===== src/rtl/mic1_ifu_if.sv =====
// MIC-1 instruction fetch unit bundle.
// Datapath-side consume/redirect plus byte-wide memory port.
interface mic1_ifu_if;
    logic        pc_load;
    logic [31:0] pc_in;
    logic        consume1;
    logic        consume2;
    logic        mem_ren;
    logic [31:0] mem_addr;
    logic [7:0]  mem_rdata;
    logic [7:0]  mbr;
    logic [15:0] mbr2;
    logic        mbr_valid;
    logic        mbr2_valid;

    modport master (
        input  pc_load, pc_in, consume1, consume2, mem_rdata,
        output mem_ren, mem_addr, mbr, mbr2, mbr_valid, mbr2_valid
    );

    modport slave (
        output pc_load, pc_in, consume1, consume2, mem_rdata,
        input  mem_ren, mem_addr, mbr, mbr2, mbr_valid, mbr2_valid
    );
endinterface


===== src/rtl/mic1_ifu.sv =====
// MIC-1 instruction fetch unit: byte prefetch queue
// feeding MBR / MBR2 with one read in flight at a time.
module mic1_ifu #(
    parameter int          QDEPTH   = 8,
    parameter logic [31:0] RESET_PC = 32'h0
) (
    input  logic       clk,
    input  logic       rst,
    mic1_ifu_if.master bus
);
    localparam int          AW    = $clog2(QDEPTH);
    localparam logic [AW:0] DEPTH = (AW+1)'(QDEPTH);

    typedef enum logic [1:0] {EMPTY, PARTIAL, FULL} occ_t;

    logic [7:0]    q [QDEPTH];
    logic [AW-1:0] rd_ptr;
    logic [AW-1:0] wr_ptr;
    logic [AW-1:0] rd_ptr1;
    logic [AW:0]   count;
    logic [AW:0]   cnt_nxt;
    logic          inflight;
    logic [31:0]   addr_q;
    logic [31:0]   fetch_addr;
    logic [1:0]    ncons;
    logic          issue;
    logic          mbr_v;
    logic          mbr2_v;
    occ_t          occ;

    // Occupancy decode of the byte queue
    always_comb begin
        occ = PARTIAL;
        if (count == '0)
            occ = EMPTY;
        else if (count == DEPTH)
            occ = FULL;
    end

    assign mbr_v   = (occ != EMPTY);
    assign mbr2_v  = (count >= (AW+1)'(2));
    assign rd_ptr1 = rd_ptr + AW'(1);

    assign bus.mbr_valid  = mbr_v;
    assign bus.mbr2_valid = mbr2_v;
    assign bus.mbr        = mbr_v ? q[rd_ptr] : 8'h00;
    assign bus.mbr2       = mbr2_v ? {q[rd_ptr], q[rd_ptr1]}
                                   : 16'h0000;
    assign bus.mem_ren    = inflight;
    assign bus.mem_addr   = addr_q;

    // Accept consumes only when enough bytes exist; consume2 wins
    always_comb begin
        ncons = 2'd0;
        if (bus.consume2 && mbr2_v)
            ncons = 2'd2;
        else if (bus.consume1 && mbr_v)
            ncons = 2'd1;
    end

    // Occupancy after this edge; refill whenever a slot remains
    assign cnt_nxt = count + (AW+1)'(inflight) - (AW+1)'(ncons);
    assign issue   = (cnt_nxt < DEPTH);

    // Write the returning byte at the tail (no bypass to mbr)
    always_ff @(posedge clk) begin
        if (!rst && !bus.pc_load && inflight)
            q[wr_ptr] <= bus.mem_rdata;
    end

    // Queue pointers, occupancy and fetch address sequencing
    always_ff @(posedge clk) begin
        if (rst) begin
            count      <= '0;
            rd_ptr     <= '0;
            wr_ptr     <= '0;
            inflight   <= 1'b0;
            addr_q     <= RESET_PC;
            fetch_addr <= RESET_PC;
        end else if (bus.pc_load) begin
            count      <= '0;
            rd_ptr     <= '0;
            wr_ptr     <= '0;
            inflight   <= 1'b1;
            addr_q     <= bus.pc_in;
            fetch_addr <= bus.pc_in + 32'd1;
        end else begin
            count    <= cnt_nxt;
            rd_ptr   <= rd_ptr + AW'(ncons);
            wr_ptr   <= wr_ptr + AW'(inflight);
            inflight <= issue;
            if (issue) begin
                addr_q     <= fetch_addr;
                fetch_addr <= fetch_addr + 32'd1;
            end
        end
    end
endmodule


===== src/flat_wrapper.sv =====
// flat-port wrapper written by rule: the top's interface ports become plain ports
module mic1_ifu_flat 
#(
    parameter int          QDEPTH   = 8,
    parameter logic [31:0] RESET_PC = 32'h0
)
  (clk, rst, bus_pc_load, bus_pc_in, bus_consume1, bus_consume2, bus_mem_rdata, bus_mem_ren, bus_mem_addr, bus_mbr, bus_mbr2, bus_mbr_valid, bus_mbr2_valid);
  mic1_ifu_if bus_i ();
  input  logic clk;
  input  logic rst;
  input wire logic [$bits(bus_i.pc_load)-1:0] bus_pc_load;
  input wire logic [$bits(bus_i.pc_in)-1:0] bus_pc_in;
  input wire logic [$bits(bus_i.consume1)-1:0] bus_consume1;
  input wire logic [$bits(bus_i.consume2)-1:0] bus_consume2;
  input wire logic [$bits(bus_i.mem_rdata)-1:0] bus_mem_rdata;
  output wire logic [$bits(bus_i.mem_ren)-1:0] bus_mem_ren;
  output wire logic [$bits(bus_i.mem_addr)-1:0] bus_mem_addr;
  output wire logic [$bits(bus_i.mbr)-1:0] bus_mbr;
  output wire logic [$bits(bus_i.mbr2)-1:0] bus_mbr2;
  output wire logic [$bits(bus_i.mbr_valid)-1:0] bus_mbr_valid;
  output wire logic [$bits(bus_i.mbr2_valid)-1:0] bus_mbr2_valid;
  assign bus_i.pc_load = bus_pc_load;
  assign bus_i.pc_in = bus_pc_in;
  assign bus_i.consume1 = bus_consume1;
  assign bus_i.consume2 = bus_consume2;
  assign bus_i.mem_rdata = bus_mem_rdata;
  assign bus_mem_ren = bus_i.mem_ren;
  assign bus_mem_addr = bus_i.mem_addr;
  assign bus_mbr = bus_i.mbr;
  assign bus_mbr2 = bus_i.mbr2;
  assign bus_mbr_valid = bus_i.mbr_valid;
  assign bus_mbr2_valid = bus_i.mbr2_valid;
  mic1_ifu #(.QDEPTH(QDEPTH), .RESET_PC(RESET_PC)) u_core (.clk(clk), .rst(rst), .bus(bus_i));
endmodule

===== config.mk =====
export PLATFORM = sky130hd
export DESIGN_NAME = mic1_ifu_flat
export DESIGN_NICKNAME = d
export VERILOG_FILES = /design/src/rtl/mic1_ifu_if.sv /design/src/rtl/mic1_ifu.sv /design/src/flat_wrapper.sv
export SDC_FILE = /design/constraint.sdc
export NUM_CORES = 1
export LEC_CHECK = 0
export ABC_AREA = 1
export CORE_UTILIZATION = 55
export DETAILED_ROUTE_END_ITERATION = 10
export PLACE_DENSITY = 0.89
export RECOVER_POWER = 100
export REMOVE_ABC_BUFFERS = 1
export SKIP_CTS_REPAIR_TIMING = 1
export SLEW_MARGIN = 20
export SYNTH_ARGS = -nofsm -noshare
export SYNTH_HDL_FRONTEND = slang
export SYNTH_SLANG_ARGS = --single-unit

===== constraint.sdc =====
create_clock -name clk -period 3.6 [get_ports clk]
set_clock_uncertainty 0.1 [all_clocks]
set_input_delay 0.72 -clock clk [delete_from_list [all_inputs] [get_ports clk]]
set_output_delay 0.72 -clock clk [all_outputs]
set_load 0.05 [all_outputs]

==> impl_metrics.py, run 1 <==
# Physical implementation metrics
metrics = {
    "synth": {
        "avgSynthCellArea_um2": 7.80,
        "ys_cells": 916,
        "flop_cell": "dfxtp_1",
        "ys_sh_simple": 0.304,
        "async_flop_share": 0,
        "compound_area_frac": 0.111,
        "ys.flops": 139,
        "synth.mux.area_fraction": 0,
        "synth-warning-count": 0,
        "synth_adder_area_share": 0.0214,
        "synth_cells": 916,
        "synth-edff-count": 64,
        "synth.distinct_cells": 38,
        "logic_family": "simple AND/OR/NAND/NOR gates",
        "synth-xor-area-share": 0.0170,
        "ys_seq_frac": 0.479,
        "syn-cell-area_um2": 7140,
        "yosys_area_um2": 7140,
    },
    "floorplanning": {
        "io_pins": 104,
        "initCoreUtil": 0.566,
        "die_w_um": 116,
        "core_area_um2": 12600,
        "num_rows": 41,
        "die_h_um": 116,
        "die_area_um2": 13400,
        "nWellTaps": 172,
    },
    "final_timing": {
        "drv_slew": 0,
        "slew_headroom": 0.314,
        "finalWorstSetupSlack_ps": 131,
        "clock.fmax_mhz": 288,
        "period_minus_slack_ps": 3470,
        "final-setup-viol-count": 0,
        "hold_viol": 0,
        "rsz0062_at_grt": "false",
        "period_used_share": 0.964,
        "tightest_slew_ps": 1030,
        "holdWs_ps": 348,
    },
    "finish": {
        "nNonClkBuffers": 121,
        "largest_class": "registers",
        "final-comb-area_um2": 3250,
        "diodes": 0,
        "num-nets-final": 1071,
        "clock_buffers": 21,
        "fill_cells": 980,
        "syn2layout_area_growth_pct": 24.0,
        "drive_gt1_frac": 0.115,
        "ff_count": 139,
        "clockNetworkAreaShare": 0.0650,
        "lay_top_cells": "320 x nand2_1, 93 x nor2_1, 77 x o21ai_0",
        "comb_cells": 670,
        "nonClkBufAreaFrac": 0.128,
        "inverters": 66,
    },
    "global_routing": {
        "grt_busiest_layer": "met2",
        "grt_max_degree": 76,
        "grt_first_pass_wirelength_um": 29800,
        "grt_pass1_vias": 6389,
        "grt-ovfl-total": 0,
        "gr-usage-met2": 0.508,
        "antenna_found_initial": 0,
    },
    "setup_path": {
        "crit_arrival_ps": 2650,
        "worstPathMaxFanout": 17,
        "worstSetupPathType": "reg -> out",
        "crit_path_end_kind": "primary output",
        "worst_setup_path_start_kind": "register",
        "required_ps": 2780,
    },
    "route": {
        "dr.max_layer_used": "met4",
        "detail_route.wl_per_cell_um": 15.1,
        "drt_iter0_drc": 633,
        "finalWirelength_um": 18100,
        "first_pass_iters": 5,
        "postRouteAntennaNets": 0,
        "viasPerCell": 5.49,
        "vias": 6592,
        "wl_met2_um": 9230,
        "drc": 0,
        "wl_met1_um": 7020,
        "wl_met3_um": 1190,
    },
    "power": {
        "p_sw_frac": 0.451,
        "pwr-share-clk": 0.234,
        "peakVddDrop_mv": 0.417,
        "totalPowerFinal_mw": 7.14,
        "pwr-share-comb": 0.474,
        "sequentialPowerShare": 0.291,
        "pg_comb_mw": 3.39,
        "maxPowerGroup": "combinational cells",
        "pg_clk_mw": 1.67,
        "power.density_nw_per_um2": 806,
        "p_leak_nw": 3.81,
        "power_switching_mw": 3.22,
        "internal-power_mw": 3.92,
    },
    "status": {
        "status": "completed",
    },
    "place": {
        "dp.final_hpwl_um": 12000,
        "numPortBuffers": 103,
        "post-place-ws_ps": 166,
        "place.gp.congestion": 0.864,
        "placedCellCount": 1168,
    },
    "clocking": {
        "numCtsBuffers": 17,
        "clock_latency_ps": 430,
        "ctsHtreeMaxLevel": 4,
        "cts_tree": "built",
        "clock_sinks": 139,
        "clock-root-buffer": "clkbuf_16",
        "cts.clk_slew.worst_paths_ps": 60,
        "cts_buffer_depth": 2,
    },
    "flow_run": {
        "drv_cap": 0,
        "warnings": 25,
    },
    "hold_path": {
        "min_path_type": "reg -> reg",
    },
}
[run 1: critical path, cell delays in order, from the launching register on]
cell	delay, ps
dfxtp_1	390
ha_1	270
inv_1	420
o21ai_0	190
o221a_2	320
nor3_1	430
buf_12	200
[run 1: state kept, by name (all words and copies together), names as in the netlist]
signal,cells
u_core.bus.mem_addr,32
u_core.bus.mem_ren,1
u_core.count,4
u_core.fetch_addr,32
u_core.q,64
u_core.rd_ptr,3
u_core.wr_ptr,3
[run 1: worst paths after layout]
check	start	cells past startpoint	slack, ps	endpoint
max reg2reg	u_core.count[2]	20	360	u_core.fetch_addr[22]
min reg2reg	u_core.bus.mem_addr[9]	2	350	u_core.bus.mem_addr[9]
max	u_core.rd_ptr[1]	6	130	bus_mbr2[3]
min	u_core.bus.mem_addr[9]	2	350	u_core.bus.mem_addr[9]
[run 1: metrics by stage]
| step | TNS [ps] | instance area [um2] |
|---|---|---|
| 3_5_place_dp | 0 | 8360 |
| 5_1_grt | 0 | 8860 |
| 2_1_floorplan | -31080 | 6920 |
| 6_report | 0 | 8860 |
| 3_3_place_gp | 0 | 8360 |
| 4_1_cts | -145 | 8940 |
[run 1: cells in the mapped netlist, types with 11 or more instances]
master | count | share of area
a21oi_1 | 28 | 0.020
clkbuf_1 | 22 | 0.012
dfxtp_1 | 75 | 0.21
edfxtp_1 | 64 | 0.27
inv_1 | 61 | 0.032
nand2_1 | 320 | 0.17
nand2_2 | 12 | 0.011
nand3_1 | 54 | 0.038
nor2_1 | 93 | 0.049
nor2_4 | 11 | 0.017
o21ai_0 | 77 | 0.054
o221a_2 | 14 | 0.022
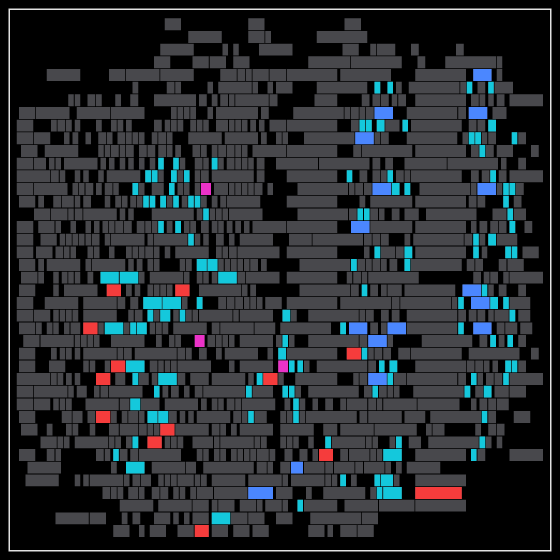
*Selected gate families, run 1*
Key: cyan = NOR gates [cells 123, most used nor2_1]; magenta = AND and OR gates [cells 3, most used and2_1]; red = XOR/XNOR gates [cells 13, most used xor2_1]; blue = AND-OR and OR-AND gates [cells 16, most used o221a_2]
Final Non-Filler Cells: 1200
most common logic cell in the routed design: nand2_1
fraction of area in multi-input gates: 0.367

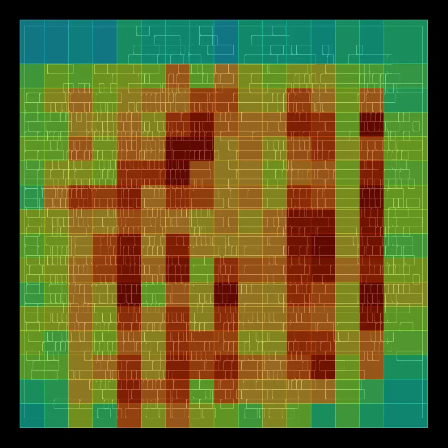
*Routing congestion map, run 1*
All-Layer GR Usage: 0.291
met3 Use GR: 0.0622
GR Util met1: 0.331

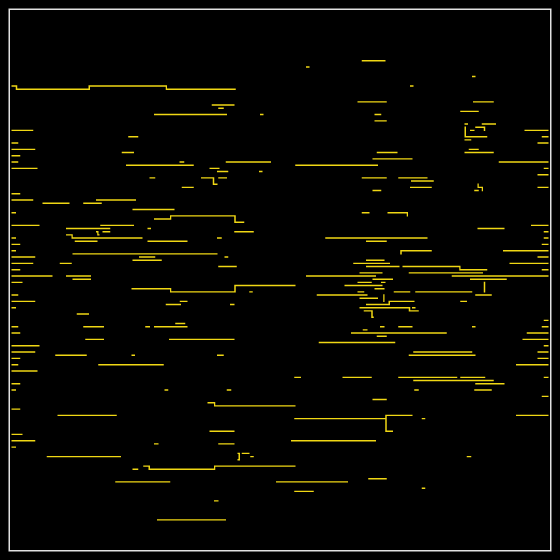
*Metal 3, run 1*
The wires run mostly horizontal. The layer carries 1190 um of wire. The layer holds 6.5% of the routed length. 150 nets have wire on it.

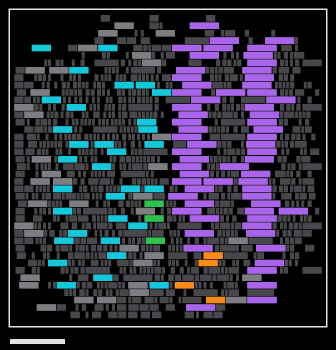
*Register map, names as in the netlist, run 1*
Bar = 20 um.
Key: cyan = `u_core.fetch_addr` [placed flops 32]; orange = `u_core.count` [placed flops 4]; green = `u_core.wr_ptr` [placed flops 3]; purple = `u_core.q` [placed flops 64]
Seq power: 2.08 mW
Finished Core Util: 0.702
Seq area share: 0.387
Register Area: 3420 um2

--- run 2 (diff from run 1) ---
- CAP_MARGIN: default -> 5
- clock period: 3.6 -> 3.4 ns (I/O delays scaled with it)
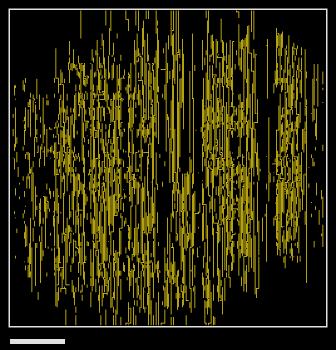
*Signal wires on met2, run 2*
Bar = 20 um.
The layer carries 9110 um of wire. 873 nets have wire on it. The wires run mostly vertical.
Vias: 6569
met2 usage: 0.506

==> run 2 against run 1 <==
Against the previous run:
- sequential power is 5% higher
- largest power group unchanged
- first-iteration DRC count decreased by 16%
- largest cell class unchanged
- setup slack improved by 39 ps
==> impl_metrics.py, run 2 <==
# Physical implementation metrics
metrics = {
    "synth": {
        "async_flop_share": 0,
        "syn-cell-area_um2": 7140,
        "synth-edff-count": 64,
        "ys_seq_frac": 0.479,
        "flop_cell": "dfxtp_1",
        "synthTopCellsByArea": "edfxtp_1 27%, dfxtp_1 21%, nand2_1 17%, o21ai_0 5.4%, nor2_1 4.9%",
        "synth-warning-count": 0,
        "ys_cells": 916,
        "netlist.top_cell.by_area": "edfxtp_1",
        "synth_cells": 916,
        "top_area_frac": 0.269,
        "ys.flops": 139,
        "avgSynthCellArea_um2": 7.80,
        "yosys-top-cells-count": "320 x nand2_1, 93 x nor2_1, 77 x o21ai_0, 75 x dfxtp_1, 64 x edfxtp_1",
        "synth.distinct_cells": 38,
    },
    "finish": {
        "utilization": 0.707,
        "syn2layout_area_growth_pct": 25.0,
        "final-comb-area_um2": 3250,
        "regArea_um2": 3420,
        "lay_top_count": "nand2_1",
        "num-nets-final": 1073,
        "fill_cells": 985,
        "drive_gt1_frac": 0.111,
        "diodes": 0,
        "largest_reg_flops": 64,
    },
    "route": {
        "viasPerCell": 5.47,
        "wl_met2_um": 9110,
        "first_pass_iters": 6,
        "dr.max_layer_used": "met4",
        "drt_iter0_drc": 532,
        "finalWirelength_um": 17900,
        "drc": 0,
        "postRouteAntennaNets": 0,
        "wl_met3_um": 1340,
        "wl_met1_um": 6920,
        "detail_route.wl_per_cell_um": 14.9,
    },
    "place": {
        "dp.final_hpwl_um": 11700,
        "place.gp.congestion": 0.910,
        "numPortBuffers": 103,
    },
    "final_timing": {
        "setup-tns-final_ps": 0,
        "period_minus_slack_ps": 3230,
        "period_used_share": 0.950,
        "slew_headroom": 0.303,
        "final-setup-viol-count": 0,
        "clock.fmax_mhz": 310,
        "tightest_slew_ps": 1040,
        "hold_viol": 0,
        "rsz0062_at_grt": "false",
        "drv_slew": 0,
    },
    "global_routing": {
        "grt_max_degree": 57,
        "use_met3": 0.0586,
        "grt_busiest_layer": "met2",
        "grtUsageTotal": 0.282,
        "grt_util_met1": 0.323,
        "grt-ovfl-total": 0,
        "grt_pass1_vias": 6236,
        "antenna_found_initial": 0,
        "grt_first_pass_wirelength_um": 29000,
    },
    "hold_path": {
        "whs_path_depth": 2,
        "min_path_type": "reg -> reg",
    },
    "power": {
        "pwr-share-clk": 0.246,
        "sequentialPowerShare": 0.284,
        "peakVddDrop_mv": 0.427,
        "totalPowerFinal_mw": 7.72,
        "p_leak_nw": 3.83,
        "power_switching_mw": 3.40,
        "p_sw_frac": 0.440,
        "pwr-share-comb": 0.469,
        "internal-power_mw": 4.32,
        "power.density_nw_per_um2": 865,
    },
    "setup_path": {
        "required_ps": 2620,
        "worstPathMaxFanout": 9,
        "worstSetupPathType": "reg -> out",
        "crit_path_end_kind": "primary output",
        "crit_arrival_ps": 2450,
    },
    "status": {
        "status": "completed",
    },
    "floorplanning": {
        "initCoreUtil": 0.566,
        "core_area_um2": 12600,
        "die_area_um2": 13400,
        "io_pins": 104,
        "die_h_um": 116,
        "die_w_um": 116,
    },
    "clocking": {
        "clock_latency_ps": 420,
        "numCtsBuffers": 17,
        "cts_buffer_depth": 2,
        "cts.clk_slew.worst_paths_ps": 60,
        "ctsHtreeMaxLevel": 4,
        "clock-root-buffer": "clkbuf_16",
        "cts_tree": "built",
        "clock_sinks": 139,
    },
    "flow_run": {
        "drv_cap": 0,
        "warnings": 26,
    },
}
==> run 2: cell counts after synthesis <==
No cell type changed its count.
==> run 2: area by class of cell <==
class                           instances  share of cell area
Multi-Input combinational cell        670               0.364
Clock inverter                         12              0.0192
Timing Repair Buffer                  123               0.131
Clock buffer                           20              0.0489
Inverter                               66              0.0290
Sequential cell                       139               0.384
Tap cell                              172              0.0241
==> run 2: worst paths after layout <==
kind	from	endpoint	slack (ps)
setup / recovery	u_core.rd_ptr[1]	bus_mbr2[5]	170
hold / removal	u_core.bus.mem_addr[5]	u_core.bus.mem_addr[5]	350
setup reg to reg	u_core.count[3]	u_core.bus.mem_addr[17]	410
hold reg to reg	u_core.bus.mem_addr[5]	u_core.bus.mem_addr[5]	350
==> run 2: cell families after synthesis <==
kind of cell	count (synthesis)	share of synthesized area
fa+ha+maj	11	0.0214
xor+xnor	13	0.0170
flops	139	0.479
buf+inv	107	0.0673
simple gates	515	0.304
compound gates	131	0.111
==> run 2: metrics by stage <==
step                      setup slack [ps]  instances  cell area [um2]  hold slack (ps)
after floorplan                       -963        875             6920              326
after global placement                 383       1170             8420              337
after detailed placement               295       1170             8420              341
after CTS                             71.2       1202             9020              352
after global routing                  48.3       1202             8930              368
final                                  170       1202             8930              349
==> run 2: critical path, stage by stage (launching register included) <==
cell and delay [ps]:
dfxtp_1 340, ha_1 250, xnor2_4 350, clkinv_1 110, buf_4 200, o221a_2 140
nor3_1 130, clkbuf_1 490
==> run 2: power groups by stage <==
stage / Combinational (mW) / Sequential, mW / Clock (mW)
6_report: 3.62 / 2.19 / 1.90
4_1_cts: 3.85 / 2.20 / 1.92
5_1_grt: 3.91 / 2.22 / 1.99
3_5_place_dp: 3.83 / 2.22 / 0
3_3_place_gp: 3.75 / 2.22 / 0
2_1_floorplan: 1.99 / 2.65 / 0
--- run 3 (diff from run 2) ---
- ABC_AREA: 1 -> 0
- PLACE_DENSITY: 0.89 -> 0.88
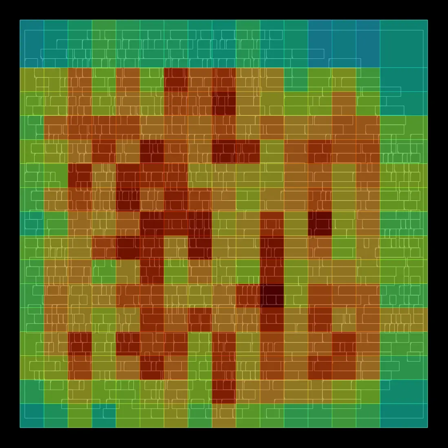
*Routing congestion map, run 3*
busiest grt layer: met2
met2 usage: 0.530

==> run 3 against run 2 <==
Against the previous run:
- core utilization up 2.5 points
- maximum frequency down 1.9%
- combinational power up 2%
- routed wire length up 9.4%
- total power up 3.0%
- register-to-register slack worse by 270 ps
- synthesized area up 2.2%
- clock-buffer cell count up 2
- non-clock buffer count up 28
- sequential share of layout area down 1.7 points
- sequential power up 7%
- critical endpoint is now bus_mbr2[0]
- largest cell class is now multi-input combinational cells
==> impl_metrics.py, run 3 <==
# Physical implementation metrics
metrics = {
    "synth": {
        "ys.flops": 139,
        "yosys-top-cells-count": "84 x nand2_1, 75 x dfxtp_1, 64 x edfxtp_1, 54 x nor2_1, 41 x o21ai_0",
        "synth.distinct_cells": 69,
        "top_area_frac": 0.263,
        "netlist.top_cell.by_area": "edfxtp_1",
        "synth_cells": 671,
        "avgSynthCellArea_um2": 10.9,
        "synthTopCellsByArea": "edfxtp_1 26%, dfxtp_1 21%, mux4_2 9.9%, nand2_1 4.3%, mux2i_1 3.4%",
        "ys_seq_frac": 0.469,
        "async_flop_share": 0,
        "synth-edff-count": 64,
        "flop_cell": "dfxtp_1",
        "yosys_area_um2": 7300,
        "ys_cells": 671,
        "most_common_cell": "nand2_1",
        "synth-warning-count": 0,
        "syn-cell-area_um2": 7300,
    },
    "clocking": {
        "clock_sinks": 139,
        "cts_tree": "built",
        "clock-root-buffer": "clkbuf_16",
        "cts_buffer_depth": 2,
        "clock_latency_ps": 420,
        "ctsHtreeMaxLevel": 4,
        "numCtsBuffers": 17,
        "cts.clk_slew.worst_paths_ps": 60,
    },
    "floorplanning": {
        "die_area_um2": 13700,
        "initCoreUtil": 0.571,
        "die_h_um": 117,
        "die_w_um": 117,
        "io_pins": 104,
        "core_area_um2": 12800,
    },
    "place": {
        "placedCellCount": 955,
        "numPortBuffers": 103,
        "place.gp.congestion": 0.907,
        "dp.final_hpwl_um": 13400,
    },
    "route": {
        "first_pass_iters": 5,
        "drt_iter0_drc": 459,
        "detail_route.wl_per_cell_um": 19.8,
        "wl_met3_um": 1440,
        "dr.max_layer_used": "met4",
        "postRouteAntennaNets": 0,
        "drc": 0,
        "vias": 6123,
        "viasPerCell": 6.20,
        "finalWirelength_um": 19600,
        "wl_met1_um": 7600,
        "wl_met2_um": 10100,
    },
    "flow_run": {
        "drv_cap": 0,
        "warnings": 25,
    },
    "power": {
        "p_leak_nw": 3.44,
        "totalPowerFinal_mw": 7.96,
        "pwr-share-comb": 0.464,
        "peakVddDrop_mv": 0.472,
        "power.density_nw_per_um2": 850,
        "internal-power_mw": 4.63,
        "sequentialPowerShare": 0.296,
        "pwr-share-clk": 0.240,
        "p_sw_frac": 0.419,
        "power_switching_mw": 3.33,
    },
    "setup_path": {
        "worstSetupPathType": "reg -> out",
        "cpPeakStageDelay_ps": 530,
        "crit_path_end_kind": "primary output",
        "crit_arrival_ps": 2510,
        "worst_setup_path_start_kind": "register",
        "cp_slowest_cell": "mux4_2",
        "crit_top_cell": "buf_12",
        "crit_buf_inv": 3,
        "required_ps": 2620,
        "worstPathMaxFanout": 28,
        "crit_path_cell_trace": "buf_12 -> ha_1 -> buf_12 -> mux4_2 -> nand2_1 -> a21oi_1 -> buf_4",
        "cp_top_family": "buffers and inverters",
    },
    "finish": {
        "largest_reg_flops": 64,
        "num-nets-final": 859,
        "lay_top_cells": "84 x nand2_1, 74 x dfxtp_1, 69 x clkdlybuf4s50_1",
        "lay_top_count": "nand2_1",
        "diodes": 0,
        "fin_cells": 988,
        "syn2layout_area_growth_pct": 28.3,
        "top_register": "u_core.q",
        "drive_gt1_frac": 0.190,
    },
    "global_routing": {
        "grt_max_degree": 56,
        "grt-ovfl-total": 0,
        "grtUsageTotal": 0.299,
        "antenna_found_initial": 0,
        "grt_pass1_vias": 6133,
        "grt_first_pass_wirelength_um": 30600,
    },
    "final_timing": {
        "period_used_share": 0.968,
        "period_minus_slack_ps": 3290,
        "holdWs_ps": 351,
        "clock.fmax_mhz": 304,
        "tightest_slew_ps": 760,
        "hold_viol": 0,
        "drv_slew": 0,
        "final-setup-viol-count": 0,
        "setup-tns-final_ps": 0,
        "slew_headroom": 0.493,
    },
    "hold_path": {
        "min_path_type": "reg -> reg",
    },
    "status": {
        "status": "completed",
    },
}
[run 3: logic make-up after synthesis]
| kind of cell | after synthesis | synth area share |
|---|---|---|
| AOI/OAI and AO/OA | 137 | 0.131 |
| xor gates and xnor gates | 37 | 0.0444 |
| adders and majority gates | 11 | 0.0209 |
| buffers and inverters | 57 | 0.0353 |
| DFF | 139 | 0.469 |
| muxes | 59 | 0.136 |
| and+or+nand+nor | 231 | 0.163 |
[run 3: metrics by stage]
stage | setup slack, ps | area [um2] | utilization
after global placement | -88.9 | 8720 | 0.683
after detailed placement | -116 | 8720 | 0.683
after floorplan | -1730 | 7110 | -
after global routing | -75.4 | 9360 | 0.733
after CTS | -115 | 9340 | 0.731
final | 109 | 9360 | 0.733
[run 3: final timing paths]
path                            from                 endpoint  slack (ps)  depth (start not counted)
max reg2reg          u_core.count[2]    u_core.fetch_addr[19]         140                         16
max                 u_core.rd_ptr[0]              bus_mbr2[0]         110                          7
min          u_core.bus.mem_addr[21]  u_core.bus.mem_addr[21]         350                          2
min reg2reg  u_core.bus.mem_addr[21]  u_core.bus.mem_addr[21]         350                          2
[run 3: layout make-up]
class	count	area, um2
fillers	874	3410
inverters	19	73.8
multi-input cells	475	3620
flip-flops and latches	139	3430
repair buffers	151	1410
clock inverters	10	140
well taps	172	215
clock buffers	22	474
[run 3: power by group through the flow]
stage	sequential, mW	clock, mW	combinational, mW
CTS	2.33	1.93	3.66
global route	2.38	1.99	3.91
detailed placement	2.36	0	3.63
global placement	2.35	0	3.53
finish	2.35	1.91	3.69
floorplan	2.81	0	1.75
[run 3: metal layers]
layer | track usage | vias to the layer above
li1 | - | 2772
met1 | 0.359 | 2985
met2 | 0.530 | 324
met3 | 0.0489 | 42
met4 | 0.132 | 0
met5 | 0 | -
Power and IR drop assume default switching activity.
